[src/rtl/mem_arbiter_pkg.sv]
// Shared definitions for the three-requester memory arbiter.
//   NUM_REQ        number of requesters
//   REQ_FETCH/DATA/DMA  requester indices (bit positions in req/gnt/done)
//   state_t        arbiter FSM state
//   req_idx_t      requester index / round-robin pointer type
//   rr_next()      pointer successor, wrapping DMA back to FETCH
//   one_hot()      index to per-requester one-hot vector
package mem_arbiter_pkg;

    localparam int NUM_REQ   = 3;
    localparam int REQ_FETCH = 0;
    localparam int REQ_DATA  = 1;
    localparam int REQ_DMA   = 2;

    typedef enum logic {
        IDLE = 1'b0,
        BUSY = 1'b1
    } state_t;

    typedef logic [1:0] req_idx_t;

    function automatic req_idx_t rr_next(input req_idx_t k);
        return (k == req_idx_t'(REQ_DMA)) ? req_idx_t'(REQ_FETCH) : k + 2'd1;
    endfunction

    function automatic logic [NUM_REQ-1:0] one_hot(input req_idx_t k);
        logic [NUM_REQ-1:0] v;
        v    = '0;
        v[k] = 1'b1;
        return v;
    endfunction

endpackage

[src/rtl/mem_arbiter_if.sv]
// Bundle of requester-side and memory-side signals of the arbiter.
//   req/we/addr/wdata  per-requester request, requester k in slice k
//   gnt/done           one-cycle grant and completion pulses
//   rdata/busy         read data and ownership flag
//   mem_*              memory port
// Modports: slave = the arbiter; master = the environment that drives
// requests and models the memory (so it also drives mem_rdata).
interface mem_arbiter_if
    import mem_arbiter_pkg::*;
#(
    parameter int ADDR_W = 8,
    parameter int DATA_W = 8
);

    logic [NUM_REQ-1:0]        req;
    logic [NUM_REQ-1:0]        we;
    logic [NUM_REQ*ADDR_W-1:0] addr;
    logic [NUM_REQ*DATA_W-1:0] wdata;
    logic [NUM_REQ-1:0]        gnt;
    logic [NUM_REQ-1:0]        done;
    logic [DATA_W-1:0]         rdata;
    logic                      busy;
    logic                      mem_en;
    logic                      mem_we;
    logic [ADDR_W-1:0]         mem_addr;
    logic [DATA_W-1:0]         mem_wdata;
    logic [DATA_W-1:0]         mem_rdata;

    modport slave (
        input  req, we, addr, wdata, mem_rdata,
        output gnt, done, rdata, busy, mem_en, mem_we, mem_addr, mem_wdata
    );

    modport master (
        output req, we, addr, wdata, mem_rdata,
        input  gnt, done, rdata, busy, mem_en, mem_we, mem_addr, mem_wdata
    );

endinterface

[src/rtl/mem_arbiter_rr_picker.sv]
// Combinational round-robin winner selection.
//   req    per-requester request vector
//   ptr    requester with highest priority this round
//   valid  any request present
//   index  winning requester: first set bit scanning ptr, ptr+1, ptr+2 (mod 3)
module rr_picker
    import mem_arbiter_pkg::*;
(
    input  logic [NUM_REQ-1:0] req,
    input  req_idx_t           ptr,
    output logic               valid,
    output req_idx_t           index
);

    req_idx_t cand;

    always_comb begin
        valid = 1'b0;
        index = '0;
        cand  = ptr;
        for (int unsigned i = 0; i < NUM_REQ; i++) begin
            if (!valid && req[cand]) begin
                valid = 1'b1;
                index = cand;
            end
            cand = rr_next(cand);
        end
    end

endmodule

[src/rtl/mem_arbiter.sv]
// Round-robin arbiter granting one of three requesters (fetch, data, DMA)
// access to a single fixed-latency memory port.
//   clock      sole clock, rising edge
//   reset      synchronous, active-high
//   bus        mem_arbiter_if.slave: requests in, grant/done/rdata/busy out,
//              memory enable/strobe/address/data out, memory read data in
// Parameters: ADDR_W, DATA_W (must match the interface instance),
//             MEM_LAT memory latency in cycles, 1..4.
module mem_arbiter
    import mem_arbiter_pkg::*;
#(
    parameter int ADDR_W  = 8,
    parameter int DATA_W  = 8,
    parameter int MEM_LAT = 2
)(
    input  logic         clock,
    input  logic         reset,
    mem_arbiter_if.slave bus
);

    state_t             state;
    req_idx_t           ptr;
    req_idx_t           owner;
    logic [1:0]         lat_cnt;

    logic               pick_valid;
    req_idx_t           pick_index;

    logic [NUM_REQ-1:0] gnt_q;
    logic [NUM_REQ-1:0] done_q;
    logic [DATA_W-1:0]  rdata_q;
    logic               busy_q;
    logic               mem_en_q;
    logic               mem_we_q;
    logic [ADDR_W-1:0]  mem_addr_q;
    logic [DATA_W-1:0]  mem_wdata_q;

    rr_picker u_rr_picker (
        .req   (bus.req),
        .ptr   (ptr),
        .valid (pick_valid),
        .index (pick_index)
    );

    // The winner's we/addr/wdata are latched straight into the memory-port
    // registers, which stay stable for the whole BUSY period and then hold.
    always_ff @(posedge clock) begin
        if (reset) begin
            state       <= IDLE;
            ptr         <= '0;
            owner       <= '0;
            lat_cnt     <= '0;
            gnt_q       <= '0;
            done_q      <= '0;
            rdata_q     <= '0;
            busy_q      <= 1'b0;
            mem_en_q    <= 1'b0;
            mem_we_q    <= 1'b0;
            mem_addr_q  <= '0;
            mem_wdata_q <= '0;
        end else begin
            case (state)
                IDLE: begin
                    done_q <= '0;
                    if (pick_valid) begin
                        state       <= BUSY;
                        owner       <= pick_index;
                        ptr         <= rr_next(pick_index);
                        lat_cnt     <= 2'(MEM_LAT - 1);
                        gnt_q       <= one_hot(pick_index);
                        busy_q      <= 1'b1;
                        mem_en_q    <= 1'b1;
                        mem_we_q    <= bus.we[pick_index];
                        mem_addr_q  <= bus.addr[pick_index*ADDR_W +: ADDR_W];
                        mem_wdata_q <= bus.wdata[pick_index*DATA_W +: DATA_W];
                    end else begin
                        gnt_q    <= '0;
                        busy_q   <= 1'b0;
                        mem_en_q <= 1'b0;
                        mem_we_q <= 1'b0;
                    end
                end
                BUSY: begin
                    gnt_q <= '0;
                    if (lat_cnt == 2'd0) begin
                        // Done cycle is IDLE, so the next arbitration overlaps it.
                        state    <= IDLE;
                        done_q   <= one_hot(owner);
                        busy_q   <= 1'b0;
                        mem_en_q <= 1'b0;
                        mem_we_q <= 1'b0;
                        if (!mem_we_q) begin
                            rdata_q <= bus.mem_rdata;
                        end
                    end else begin
                        lat_cnt <= lat_cnt - 2'd1;
                    end
                end
                default: state <= IDLE;
            endcase
        end
    end

    assign bus.gnt       = gnt_q;
    assign bus.done      = done_q;
    assign bus.rdata     = rdata_q;
    assign bus.busy      = busy_q;
    assign bus.mem_en    = mem_en_q;
    assign bus.mem_we    = mem_we_q;
    assign bus.mem_addr  = mem_addr_q;
    assign bus.mem_wdata = mem_wdata_q;

endmodule

[src/flat_wrapper.sv]
// flat-port wrapper written by rule: the top's interface ports become plain ports
module mem_arbiter_flat import mem_arbiter_pkg::*;
#(
    parameter int ADDR_W  = 8,
    parameter int DATA_W  = 8,
    parameter int MEM_LAT = 2
)
  (clock, reset, bus_req, bus_we, bus_addr, bus_wdata, bus_mem_rdata, bus_gnt, bus_done, bus_rdata, bus_busy, bus_mem_en, bus_mem_we, bus_mem_addr, bus_mem_wdata);
  mem_arbiter_if #(.ADDR_W(ADDR_W), .DATA_W(DATA_W)) bus_i ();
  input  logic clock;
  input  logic reset;
  input wire logic [$bits(bus_i.req)-1:0] bus_req;
  input wire logic [$bits(bus_i.we)-1:0] bus_we;
  input wire logic [$bits(bus_i.addr)-1:0] bus_addr;
  input wire logic [$bits(bus_i.wdata)-1:0] bus_wdata;
  input wire logic [$bits(bus_i.mem_rdata)-1:0] bus_mem_rdata;
  output wire logic [$bits(bus_i.gnt)-1:0] bus_gnt;
  output wire logic [$bits(bus_i.done)-1:0] bus_done;
  output wire logic [$bits(bus_i.rdata)-1:0] bus_rdata;
  output wire logic [$bits(bus_i.busy)-1:0] bus_busy;
  output wire logic [$bits(bus_i.mem_en)-1:0] bus_mem_en;
  output wire logic [$bits(bus_i.mem_we)-1:0] bus_mem_we;
  output wire logic [$bits(bus_i.mem_addr)-1:0] bus_mem_addr;
  output wire logic [$bits(bus_i.mem_wdata)-1:0] bus_mem_wdata;
  assign bus_i.req = bus_req;
  assign bus_i.we = bus_we;
  assign bus_i.addr = bus_addr;
  assign bus_i.wdata = bus_wdata;
  assign bus_i.mem_rdata = bus_mem_rdata;
  assign bus_gnt = bus_i.gnt;
  assign bus_done = bus_i.done;
  assign bus_rdata = bus_i.rdata;
  assign bus_busy = bus_i.busy;
  assign bus_mem_en = bus_i.mem_en;
  assign bus_mem_we = bus_i.mem_we;
  assign bus_mem_addr = bus_i.mem_addr;
  assign bus_mem_wdata = bus_i.mem_wdata;
  mem_arbiter #(.ADDR_W(ADDR_W), .DATA_W(DATA_W), .MEM_LAT(MEM_LAT)) u_core (.clock(clock), .reset(reset), .bus(bus_i));
endmodule
[config.mk]
export PLATFORM = sky130hd
export DESIGN_NAME = mem_arbiter_flat
export DESIGN_NICKNAME = d
export VERILOG_FILES = /design/src/rtl/mem_arbiter_pkg.sv /design/src/rtl/mem_arbiter_if.sv /design/src/rtl/mem_arbiter_rr_picker.sv /design/src/rtl/mem_arbiter.sv /design/src/flat_wrapper.sv
export SDC_FILE = /design/constraint.sdc
export NUM_CORES = 1
export LEC_CHECK = 0
export ABC_AREA = 1
export CAP_MARGIN = 0
export CORE_MARGIN = 8
export CORE_UTILIZATION = 41
export CTS_CLUSTER_SIZE = 14
export DETAILED_ROUTE_END_ITERATION = 12
export GPL_ROUTABILITY_DRIVEN = 1
export PLACE_DENSITY = 0.88
export SYNTH_ARGS = -nofsm -noshare
export SYNTH_HDL_FRONTEND = slang
export SYNTH_SLANG_ARGS = --single-unit
[constraint.sdc]
create_clock -name clock -period 1.7 [get_ports clock]
set_input_delay 0.425 -clock clock [delete_from_list [all_inputs] [get_ports clock]]
set_output_delay 0.425 -clock clock [all_outputs]
set_load 0.01 [all_outputs]
### Sequential cells grouped by signal name, run 1

Scale: 4 px per µm. Other sequential cells in the stronger grey, the rest of the logic in the fainter grey.
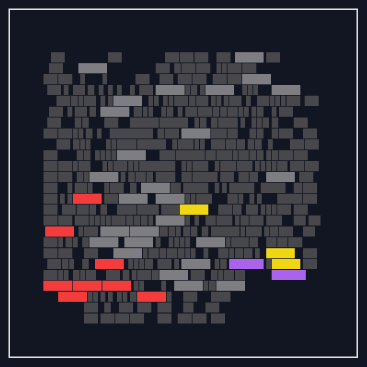
Key: `u_core.bus.rdata` = red [placed flops 8, where bottom left]; `u_core.bus.gnt` = yellow [placed flops 3]; `u_core.ptr` = purple [placed flops 2]
Another 26 sequential cells are not coloured.
sequential logic power: 1.50 mW
flop share of the area: 22.6%

### Wiring heat map, run 1

Scale: 4 px per µm. The die is cut into 17 by 17 equal tiles; black is low, pale yellow is high, scaled to the fullest tile. Values are wire area over tile area, all layers added.
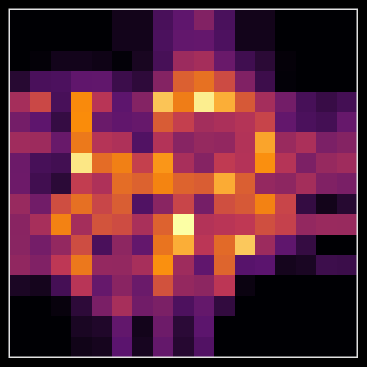
The fullest tile reaches 0.51. 22% of the tiles are nearly empty. 20% of the tiles are over half the peak. The emptiest ninth of the die: bottom right. The mean over all tiles is 0.15. The densest ninth of the die: middle.

### Signal wires on met3, run 1

Scale: 6 px per µm.
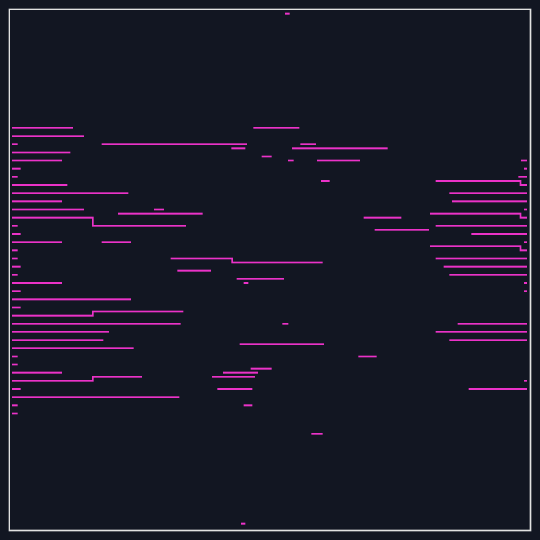
The layer carries 698 µm of wire. The layer holds 10% of the routed length. 76 nets have wire on it. The longest straight run is 27.8 µm.

==> impl_metrics.toml, run 1 <==
# flow metrics
[status]
status = "completed"

[die]
io_pins = 97
fp.coreArea_mm2 = 0.00475
row_count = 25

[critical_path]
reg2regPathDepth = 11
crit_start = "u_core.bus.mem_wdata[7]"
critPathBufInv = 1
critical_path.startpoint_type = "register"
cp_num_cells = 1
rr_endpoint = "u_core.owner[0]"
critical_path_class = "reg -> out"
worstPathArrival_ns = 1.21
worst_setup_path_end_kind = "primary output"
cp_slowest_stage_delay_ns = 0.57

[route]
via_count = 2345
drc_errors = 0
dr.pass1.iters = 4
met3_length_um = 698
dr.max_layer_used = "met4"
drt-initial-drc-count = 140
wirelength_um = 6730
drtAntennaViolNets = 0

[power]
p_clk_share_pct = 11.7
comb_power_share_pct = 65.2
vdd_drop_max_mv = 1.04
power.total_mw = 6.48
p_sw_mw = 2.71
sw_frac_of_total_pct = 41.9
leakage_nw = 1.59
top_power_group = "combinational logic"
powerClk_mw = 0.757
p_seq_share_pct = 23.1

[synth]
syn_inst = 289
syn_nets = 354
yosysCellCount = 289
adder_share_pct = 0.612
netlist.area_leader.share_pct = 38.2
most_common_cell = "nand2_1"
syn_area_mm2 = 0.00205
synth_cell_type_count = 30
compound_area_share_pct = 10.9
area_leaders = "dfxtp_1 38%, nand2_1 10%, nand3_1 9.5%, nor2_1 9.4%, inv_1 5.3%"
ys_warn_count = 0

[run]
tool_warnings = 27
cap_violations = 0

[global_route]
met1_usage_pct = 18.5
grtUsageMet3_pct = 6.81
grt_pass1_vias = 2344
grt.busiest_layer = "met2"
grt_pass1_wl_um = 10400
grt_usage_pct = 17.1
antenna_found_initial = 0

[finish]
synthToLayoutAreaGrowth_pct = 70.3
nets = 473
drive_gt1_share_pct = 19.1
antenna_cells = 0

[clock_tree]
cts.htree.levels = 2
cts_buffer_depth = 2
cts_setup_buffers = 1
worstSkewPairLatency_ns = 0.29
cts_buffers = 5

[placement]
dpl_worst_slack_ns = -0.433
io_buffers = 96
place_inst = 464

[hold_path]
hold_depth = 2
worstHoldPathType = "reg -> reg"

[timing]
setup-tns-final_ns = 0
period_minus_slack_ns = 1.64
==> run 1: cell usage in the layout (no fill, tap or decap), drive strengths merged, types with 2 or more instances in the layout <==
cell and n:
or2 2, o21ai 14, dlygate4sd2 3, o31ai 3, nor2 57, clkbuf 6, inv 36, a21oi 16
nand3 47, buf 27, dfxtp 39, nand2 58, clkdlybuf4s50 93
==> run 1: layout make-up <==
| cell class | count | area (µm²) |
|---|---|---|
| Tap cell | 67 | 83.8 |
| Timing Repair Buffer | 124 | 1250 |
| Clock inverter | 2 | 37.5 |
| Fill cell | 364 | 1270 |
| Multi-Input combinational cell | 202 | 1110 |
| Sequential cell | 39 | 788 |
| Clock buffer | 5 | 68.8 |
| Inverter | 36 | 145 |
==> run 2, diff against run 1 <==
HOLD_SLACK_MARGIN = 0.03   (was unset)
==> run 2 against run 1 <==
Net effect:
- flip-flop count unchanged
- maximum frequency is the same
- non-clock buffer count did not move
- largest power group unchanged
- highest routed layer unchanged
==> impl_metrics.toml, run 2 <==
# flow metrics
[synth]
syn_nets = 354
yosysCellCount = 289
syn_inst = 289
ys_warn_count = 0
area_leaders = "dfxtp_1 38%, nand2_1 10%, nand3_1 9.5%, nor2_1 9.4%, inv_1 5.3%"
netlist.area_leader.share_pct = 38.2

[power]
p_seq_share_pct = 23.1
p_sw_mw = 2.71
powerClk_mw = 0.757
sequentialPower_mw = 1.50
leakage_nw = 1.59
sw_frac_of_total_pct = 41.9
p_clk_share_pct = 11.7

[route]
drtAntennaViolNets = 0
dr.pass1.iters = 4
drc_errors = 0
drt-initial-drc-count = 140
via_count = 2345

[placement]
place_inst = 464
io_buffers = 96
dpl_worst_slack_ns = -0.433

[status]
status = "completed"

[critical_path]
worst_setup_path_end_kind = "primary output"
critPathBufInv = 1
cp_slowest_stage_delay_ns = 0.57
critical_path_class = "reg -> out"
reg2regPathDepth = 11
worstPathArrival_ns = 1.21
cp_num_cells = 1
crit_start = "u_core.bus.mem_wdata[7]"

[global_route]
grt_usage_pct = 17.1
antenna_found_initial = 0
grt_pass1_wl_um = 10400

[hold_path]
worstHoldPathType = "reg -> reg"

[finish]
nets = 473
flop_area_um2 = 788
logic_area_mm2 = 0.00111
synthToLayoutAreaGrowth_pct = 70.3

[die]
io_pins = 97
fp.coreArea_mm2 = 0.00475
row_count = 25

[clock_tree]
cts_setup_buffers = 1
cts_buffer_depth = 2
cts.htree.levels = 2
cts_buffers = 5

[timing]
period_minus_slack_ns = 1.64
setup-tns-final_ns = 0

[run]
tool_warnings = 27
cap_violations = 0
==> run 2: cell type report <==
cell class	instances	share of cell area, %
repair buffers	124	35.9
multi-input cells	202	31.8
flip-flops and latches	39	22.6
inverters	36	4.17
well taps	67	2.41
clock buffers	5	1.97
clock inverters	2	1.08
==> run 2: logic make-up after synthesis <==
kind of cell             share of synthesized area, %
AND/OR/NAND/NOR                                  38.1
AND-OR/OR-AND                                    10.9
flip-flops                                       38.2
adder cells (fa/ha/maj)                         0.612
buffers and inverters                            12.2
==> run 2: layer usage <==
layer	GRT usage, %	vias up	part of all wire (%)
met4	6.89	0	2.0
met1	18.5	1066	40
met2	29.1	106	48
met3	6.81	13	10
met5	0	-	0
li1	-	1160	-
### Wiring heat map, run 2

Scale: 4 px per µm. The die is cut into 17 by 17 equal tiles; black is low, pale yellow is high, scaled to the fullest tile. Values are wire area over tile area, all layers added.
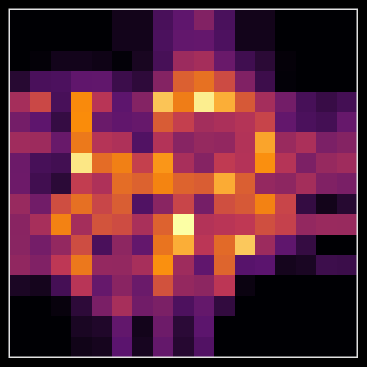
The fullest tile reaches 0.51. The emptiest ninth of the die: bottom right. The densest ninth of the die: middle. 20% of the tiles are over half the peak. 22% of the tiles are nearly empty. The mean over all tiles is 0.15.

### Signal wires on met3, run 2

Scale: 6 px per µm.
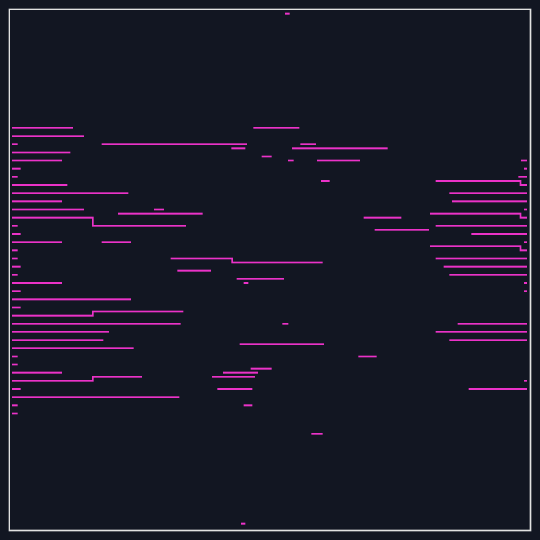
76 nets have wire on it. The longest straight run is 27.8 µm. The wires run mostly horizontal. The layer carries 698 µm of wire.

Power is estimated from default activity; no workload was simulated.
